File: src/rtl/fwd_hazard_unit.sv
// Operand forwarding, load-use detection and long-latency scoreboard for the EX stage.
// Nearest producer stage wins; the scoreboard tracks mul/div destinations in flight.
module fwd_hazard_unit #(
    parameter int REG_AW   = 5,
    parameter int N_STAGES = 2,
    parameter int SEL_W    = $clog2(N_STAGES + 1),
    parameter int CNT_W    = 16
) (
    input  logic                         clk,
    input  logic                         rst_n,
    input  logic [REG_AW-1:0]            ex_rs1,
    input  logic [REG_AW-1:0]            ex_rs2,
    input  logic [N_STAGES*REG_AW-1:0]   stg_rd,
    input  logic [N_STAGES-1:0]          stg_wen,
    input  logic [N_STAGES-1:0]          stg_rdy,
    input  logic                         id_valid,
    input  logic [REG_AW-1:0]            id_rs1,
    input  logic [REG_AW-1:0]            id_rs2,
    input  logic [REG_AW-1:0]            id_rd,
    input  logic                         id_rs1_used,
    input  logic                         id_rs2_used,
    input  logic                         id_rd_used,
    input  logic                         lat_issue,
    input  logic                         lat_done,
    input  logic [REG_AW-1:0]            lat_done_rd,
    input  logic                         flush,
    output logic [SEL_W-1:0]             forward_a,
    output logic [SEL_W-1:0]             forward_b,
    output logic                         stall_ex,
    output logic                         stall_id,
    output logic [(1<<REG_AW)-1:0]       pending,
    output logic [CNT_W-1:0]             stall_cnt
);

    localparam int NREG = 1 << REG_AW;

    logic              rdy_a;
    logic              rdy_b;
    logic [NREG-1:0]   pending_eff;
    logic [NREG-1:0]   pending_nxt;

    // Walk from the oldest stage to the youngest so the nearest hit overwrites older ones.
    always_comb begin
        forward_a = '0;
        forward_b = '0;
        rdy_a     = 1'b1;
        rdy_b     = 1'b1;
        for (int k = N_STAGES; k >= 1; k--) begin
            if (stg_wen[k-1] && (stg_rd[k*REG_AW-1 -: REG_AW] != '0)) begin
                if (stg_rd[k*REG_AW-1 -: REG_AW] == ex_rs1) begin
                    forward_a = SEL_W'(k);
                    rdy_a     = stg_rdy[k-1];
                end
                if (stg_rd[k*REG_AW-1 -: REG_AW] == ex_rs2) begin
                    forward_b = SEL_W'(k);
                    rdy_b     = stg_rdy[k-1];
                end
            end
        end
    end

    assign stall_ex = ~rdy_a | ~rdy_b;

    // A result delivered this cycle no longer blocks ID; its value arrives by forwarding.
    always_comb begin
        pending_eff = pending;
        if (lat_done) begin
            pending_eff[lat_done_rd] = 1'b0;
        end
    end

    assign stall_id = id_valid & ((id_rs1_used & pending_eff[id_rs1]) |
                                  (id_rs2_used & pending_eff[id_rs2]) |
                                  (id_rd_used  & pending_eff[id_rd]));

    // Clear first, then set, so a same-cycle reissue keeps the register marked busy.
    always_comb begin
        pending_nxt = pending;
        if (lat_done) begin
            pending_nxt[lat_done_rd] = 1'b0;
        end
        if (lat_issue && !flush && (id_rd != '0)) begin
            pending_nxt[id_rd] = 1'b1;
        end
    end

    always_ff @(posedge clk) begin
        if (!rst_n) begin
            pending   <= '0;
            stall_cnt <= '0;
        end else begin
            pending <= pending_nxt;
            if ((stall_ex || stall_id) && (stall_cnt != {CNT_W{1'b1}})) begin
                stall_cnt <= stall_cnt + CNT_W'(1);
            end
        end
    end

endmodule

File: config.mk
export PLATFORM = sky130hd
export DESIGN_NAME = fwd_hazard_unit
export DESIGN_NICKNAME = d
export VERILOG_FILES = /design/src/rtl/fwd_hazard_unit.sv
export SDC_FILE = /design/constraint.sdc
export NUM_CORES = 1
export LEC_CHECK = 0
export CORE_UTILIZATION = 40
export DETAILED_ROUTE_END_ITERATION = 8
export GPL_ROUTABILITY_DRIVEN = 0
export PLACE_DENSITY = 0.79
export SLEW_MARGIN = 20
export SYNTH_ARGS = -nofsm -noshare
export SYNTH_HDL_FRONTEND = slang
export SYNTH_SLANG_ARGS = --single-unit
File: constraint.sdc
create_clock -name clk -period 3.8 [get_ports clk]
set_input_delay 0.76 -clock clk [delete_from_list [all_inputs] [get_ports clk]]
set_output_delay 0.76 -clock clk [all_outputs]
set_load 0.1 [all_outputs]
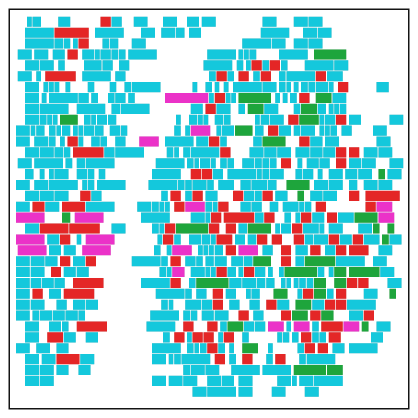
(run_1/drive_strength.png)
Scale: 4 px per um.
size	colour	cells	share	most used
drive 6 and up	magenta	18	2.7%	buf_12
drive 3 to 4	red	108	16%	buf_4
drive 2	green	38	5.8%	mux2_2
drive 1 or less	cyan	492	75%	clkdlybuf4s50_1
final worst slack: 0.0558 ns
design area: 0.00596 sq mm

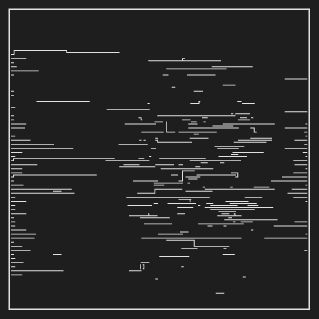
(run_1/met3.png)
Scale: 3 px per um.
nets with wire on the layer	147
longest straight run	33.6 um
wire length on this layer	1,290 um
final wirelength: 14,300 um
routed via count: 4,750
GR Layer Usage met3: 6.32%

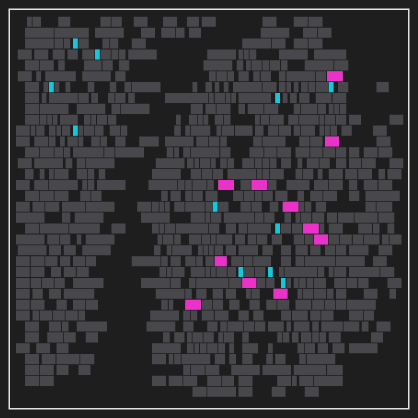
(run_1/gate_families.png)
Scale: 4 px per um.
family	colour	cells	most used
AND-OR and OR-AND gates	magenta	11	o2111a_1
inverters	cyan	11	inv_1

==> flow_summary_export.csv, run 1 <==
group,metric,value,unit
clock_tree,clockRootBuffer,"clkbuf_8",
power,clkPwrFrac,30.5,%
grt,grt_pass1_vias,4719,
clock_tree,clkTransAtPathRegs,0.11,ns
floorplanning,initCoreUtil,41.2,%
min_path,hold_path_end,"stall_cnt[7]$_SDFFE_PN0P_",
setup_path,end_kind,"primary output",
clock_tree,numCtsBuffers,5,
power,pwr-share-comb,29.6,%
setup_path,crit_path_start,"id_rs2[3]",
yosys,synth_stat.cells,483,
run,tool_warnings,28,
layout,lay_top_count,"buf_4",
floorplanning,fp-row-count,35,
clock_tree,cts_tree,"done",
run,drv_cap,0,
min_path,hp-class,"flip-flop to flip-flop",
layout,fin_nets,709,
layout,largestRegisters,"pending: 32 flops, stall_cnt: 16 flops",
power,switching_power,0.418,mW
timing,slew_headroom,33.1,%
yosys,ys_ff,48,
setup_path,max_stage_delay,0.45,ns
grt,antenna_found_initial,0,
layout,logic_area,0.00286,sq mm
floorplanning,die_h,99.5,um
detailed_routing,ant_nets,0,
placed_design,pre_cts_slack,-0.475,ns
setup_path,timing.rr.start,"pending[31]$_SDFF_PN0_",
layout,n_all_buffers,201,
setup_path,crit_buf_inv,4,
clock_tree,clk_path_buf_depth,2,
run_status,status,"completed",
yosys,largest_area_cell,"dfxtp_1",
layout,largest_class,"multi-input combinational cells",
timing,hold_viol,0,
layout,insertedDiodeCount,0,
clock_tree,ctsResizeCount,59,
power,power-top-group,"registers",
layout,seqCellArea,963,sq um
power,cellPowerDensity,216,mW/mm^2
clock_tree,post_cts_buffers,5,
layout,comb_share,48.1,%
-- run 1: routing by layer --
layer	global-route usage, %	share of wire [%]	wire (um)	up-vias
met4	14.5	4.5	648	0
met3	6.32	9.0	1290	68
li1	-	-	-	2169
met2	49.1	48	6810	288
met5	0	0	0	-
met1	33.6	39	5560	2225
-- run 1: tightest hold or removal path, cell delays in order, from the launching register on --
cell and delay [ns]:
dfxtp_1 0.34, nand2_1 0.06, mux2i_1 0.06
-- run 1: cell families (layout without fill, tap and decap cells) --
family / Yosys count / in the layout / synth area share (%)
compound gates: 149 / 149 / 25.9
flops: 48 / 48 / 25.3
simple gates: 173 / 173 / 24.7
buf+inv: 47 / 220 / 5.30
xor+xnor: 25 / 25 / 5.76
mux: 40 / 40 / 12.8
fa+ha+maj: 1 / 1 / 0.329
==> run_1/met2.png <==
Scale: 3 px per um. Cells faint in the background.
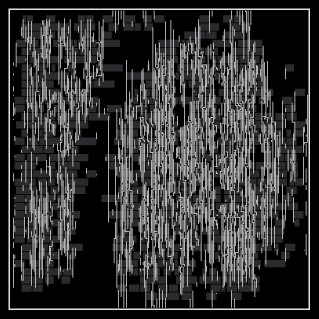

## Run 2: what changed since run 1
--- a/config.mk
+++ b/config.mk
@@ -7,8 +7,9 @@
 export LEC_CHECK = 0
 export CORE_UTILIZATION = 40
 export DETAILED_ROUTE_END_ITERATION = 8
+export DONT_BUFFER_PORTS = 1
 export GPL_ROUTABILITY_DRIVEN = 0
-export PLACE_DENSITY = 0.79
+export PLACE_DENSITY = 0.64
 export SLEW_MARGIN = 20
 export SYNTH_ARGS = -nofsm -noshare
 export SYNTH_HDL_FRONTEND = slang
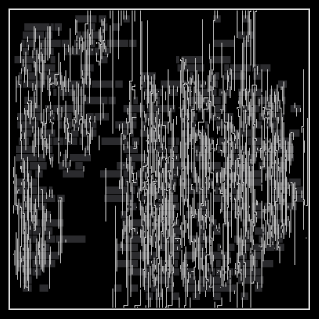
(run_2/met2.png)
Scale: 3 px per um. Cells faint in the background.
main direction	vertical
longest straight run	41.0 um
nets with wire on the layer	498
met2 Use GR: 45.9%
final wirelength: 12,900 um
routed via count: 4,128

==> flow_summary_export.csv, run 2 <==
group,metric,value,unit
grt,antenna_found_initial,0,
floorplanning,die_h,99.5,um
yosys,ys_area,0.00380,sq mm
yosys,synth_stat.cells,483,
placed_design,pre_cts_slack,0.145,ns
detailed_routing,ant_nets,0,
yosys,ys_sh_simple,24.7,%
timing,hold_viol,0,
power,clkPwrFrac,34.6,%
clock_tree,clk_path_buf_depth,2,
yosys,largest_area_cell,"dfxtp_1",
clock_tree,clkTransAtPathRegs,0.09,ns
power,p_int,0.779,mW
detailed_routing,drtIter0Drc,266,
yosys,syn_inst,483,
detailed_routing,wl_met2,6350,um
clock_tree,clockRootBuffer,"clkbuf_8",
clock_tree,cts_tree,"done",
yosys,aoi_share,25.9,%
timing,fin_skew,0.0219,ns
power,pwr-share-comb,19.7,%
setup_path,cp_max_fo,10,
yosys,ys_ff,48,
layout,fin_nets,571,
layout,insertedDiodeCount,0,
clock_tree,numCtsBuffers,5,
detailed_routing,top_layer,"met4",
layout,largestRegisters,"pending: 32 flops, stall_cnt: 16 flops",
floorplanning,initCoreUtil,41.2,%
run,tool_warnings,27,
setup_path,max_stage_delay,0.51,ns
grt,grt.met1_usage,30.4,%
yosys,xor_share,5.76,%
detailed_routing,wl_met1,5010,um
min_path,worstHoldStart,"pending[0]$_SDFF_PN0_",
setup_path,slowest_stage,"mux4_2",
power,power-top-group,"registers",
yosys,top_area_share,25.3,%
grt,top_usage_layer,"met2",
yosys,synth.logic.top_family,"AND-OR/OR-AND gates",
run,drv_cap,0,
power,cellPowerDensity,244,mW/mm^2
power,switching_power,0.335,mW
timing,worst_slack,0.127,ns
min_path,hold_path_end,"pending[0]$_SDFF_PN0_",
setup_path,crit_buf_inv,0,
floorplanning,fp-row-count,35,
yosys,synthDistinctLibCells,67,
clock_tree,post_cts_buffers,0,
run_status,status,"completed",
layout,lay_top_count,"buf_4",
yosys,muxShareOfSynthArea,12.8,%
timing,slew_headroom,24.6,%
grt,grt_pass1_vias,4036,
clock_tree,ctsResizeCount,0,
setup_path,timing.rr.start,"pending[9]$_SDFF_PN0_",
clock_tree,insertion_delay,0.31,ns
clock_tree,cts_max_level,2,
setup_path,crit_path_start,"lat_done_rd[4]",
setup_path,end_kind,"primary output",
grt,grtUsageMet3,5.41,%
yosys,ys_sh_adder,0.329,%
layout,design_area,0.00456,sq mm
min_path,hp-class,"flip-flop to flip-flop",
run 2: kinds of logic after synthesis:
group                      after synthesis
adders and majority gates                1
and+or+nand+nor                        173
buffers and inverters                   47
AOI/OAI and AO/OA                      149
xor gates and xnor gates                25
muxes                                   40
DFF                                     48
run 2: metrics by stage:
step                utilization (%)  hold WS (ns)  total power, mW  instances
floorplan                         -         0.756            0.721        483
global placement               48.2         0.491            0.734        639
detailed placement             48.2         0.488            0.737        639
CTS                            49.4         0.504             1.11        647
global route                   49.4         0.554             1.15        647
finish                         49.4         0.506             1.11        647
run 2: cell type report:
cell class	count	area, sq um
clock buffer	5	68.8
clock inverter	3	42.5
fill	904	4680
inverter	11	41.3
multi-input combinational	388	2780
sequential	48	963
tap	129	161
timing repair buffer	63	505
==> run_2/drive_strength.png <==
Scale: 4 px per um.
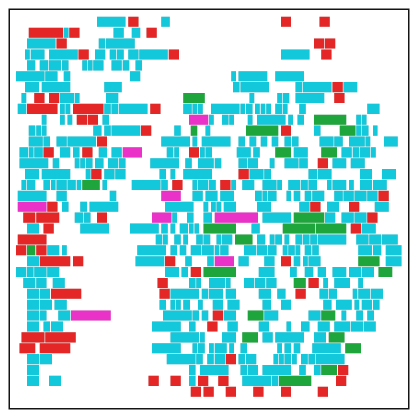

## Run 3: what changed since run 2
--- a/config.mk
+++ b/config.mk
@@ -5,11 +5,13 @@
 export SDC_FILE = /design/constraint.sdc
 export NUM_CORES = 1
 export LEC_CHECK = 0
+export CORE_ASPECT_RATIO = 1.75
 export CORE_UTILIZATION = 40
 export DETAILED_ROUTE_END_ITERATION = 8
 export DONT_BUFFER_PORTS = 1
 export GPL_ROUTABILITY_DRIVEN = 0
 export PLACE_DENSITY = 0.64
+export REMOVE_ABC_BUFFERS = 1
 export SLEW_MARGIN = 20
 export SYNTH_ARGS = -nofsm -noshare
 export SYNTH_HDL_FRONTEND = slang
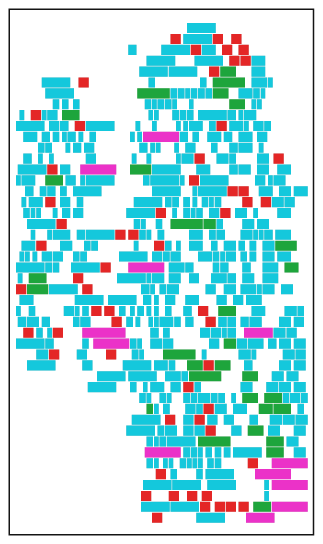
(run_3/drive_strength.png)
Scale: 4 px per um.
size	colour	cells	share	most used
drive 1 or less	cyan	418	80%	nand2_1
drive 2	green	31	6.0%	mux2_2
drive 6 and up	magenta	12	2.3%	clkbuf_16
drive 3 to 4	red	59	11%	buf_4

==> flow_summary_export.csv, run 3 <==
group,metric,value,unit
yosys,ys_ff,48,
clock_tree,ctsResizeCount,0,
yosys,synthDistinctLibCells,67,
layout,insertedDiodeCount,0,
setup_path,max_stage_delay,0.49,ns
setup_path,crit_buf_inv,1,
detailed_routing,drtIter0Drc,282,
clock_tree,insertion_delay,0.30,ns
clock_tree,numCtsBuffers,5,
power,pwr-share-comb,17.5,%
power,switching_power,0.333,mW
clock_tree,clkTransAtPathRegs,0.06,ns
clock_tree,cts_max_level,2,
floorplanning,fp-row-count,46,
setup_path,slowest_stage,"mux4_2",
clock_tree,post_cts_buffers,0,
layout,fin_nets,573,
setup_path,timing.rr.start,"pending[8]$_SDFF_PN0_",
power,cellPowerDensity,268,mW/mm^2
run_status,status,"completed",
timing,hold_viol,0,
power,power.total,1.23,mW
grt,grtUsageMet3,7.36,%
yosys,synth_stat.cells,483,
grt,antenna_found_initial,0,
detailed_routing,vias,4146,
yosys,syn_inst,483,
layout,post-route-util,50.1,%
setup_path,cp_max_fo,15,
grt,top_usage_layer,"met2",
layout,lay_top_count,"buf_4",
detailed_routing,wl_met2,7100,um
min_path,worstHoldStart,"pending[12]$_SDFF_PN0_",
detailed_routing,wirelength,13500,um
clock_tree,cts_tree,"done",
detailed_routing,wl_met1,4540,um
floorplanning,initCoreUtil,41.6,%
detailed_routing,ant_nets,0,
yosys,ys_area,0.00380,sq mm
clock_tree,clk_path_buf_depth,2,
placed_design,pre_cts_slack,0.0650,ns
layout,design_area,0.00458,sq mm
run,tool_warnings,25,
grt,grt_pass1_vias,4186,
timing,hold_ws,0.531,ns
placed_design,dp_cells,632,
## run 3: cell counts after synthesis
Identical to the previous run, type by type.
## run 3: area by class of cell
type                    instances  area (sq um)
fillers                       886          4570
repair buffers                 65           583
multi-input cells             388          2690
clock buffers                   6           129
clock inverters                 2          35.0
flip-flops and latches         48           961
inverters                      11          41.3
well taps                     120           150
## run 3: cell families (layout without fill, tap and decap cells)
| group | count (synthesis) | count (layout) | synth area share, % |
|---|---|---|---|
| xor+xnor | 25 | 25 | 5.76 |
| compound gates | 149 | 149 | 25.9 |
| mux | 40 | 40 | 12.8 |
| simple gates | 173 | 173 | 24.7 |
| fa+ha+maj | 1 | 1 | 0.329 |
| flops | 48 | 48 | 25.3 |
| buf+inv | 47 | 84 | 5.30 |
Power is estimated from default activity; no workload was simulated.
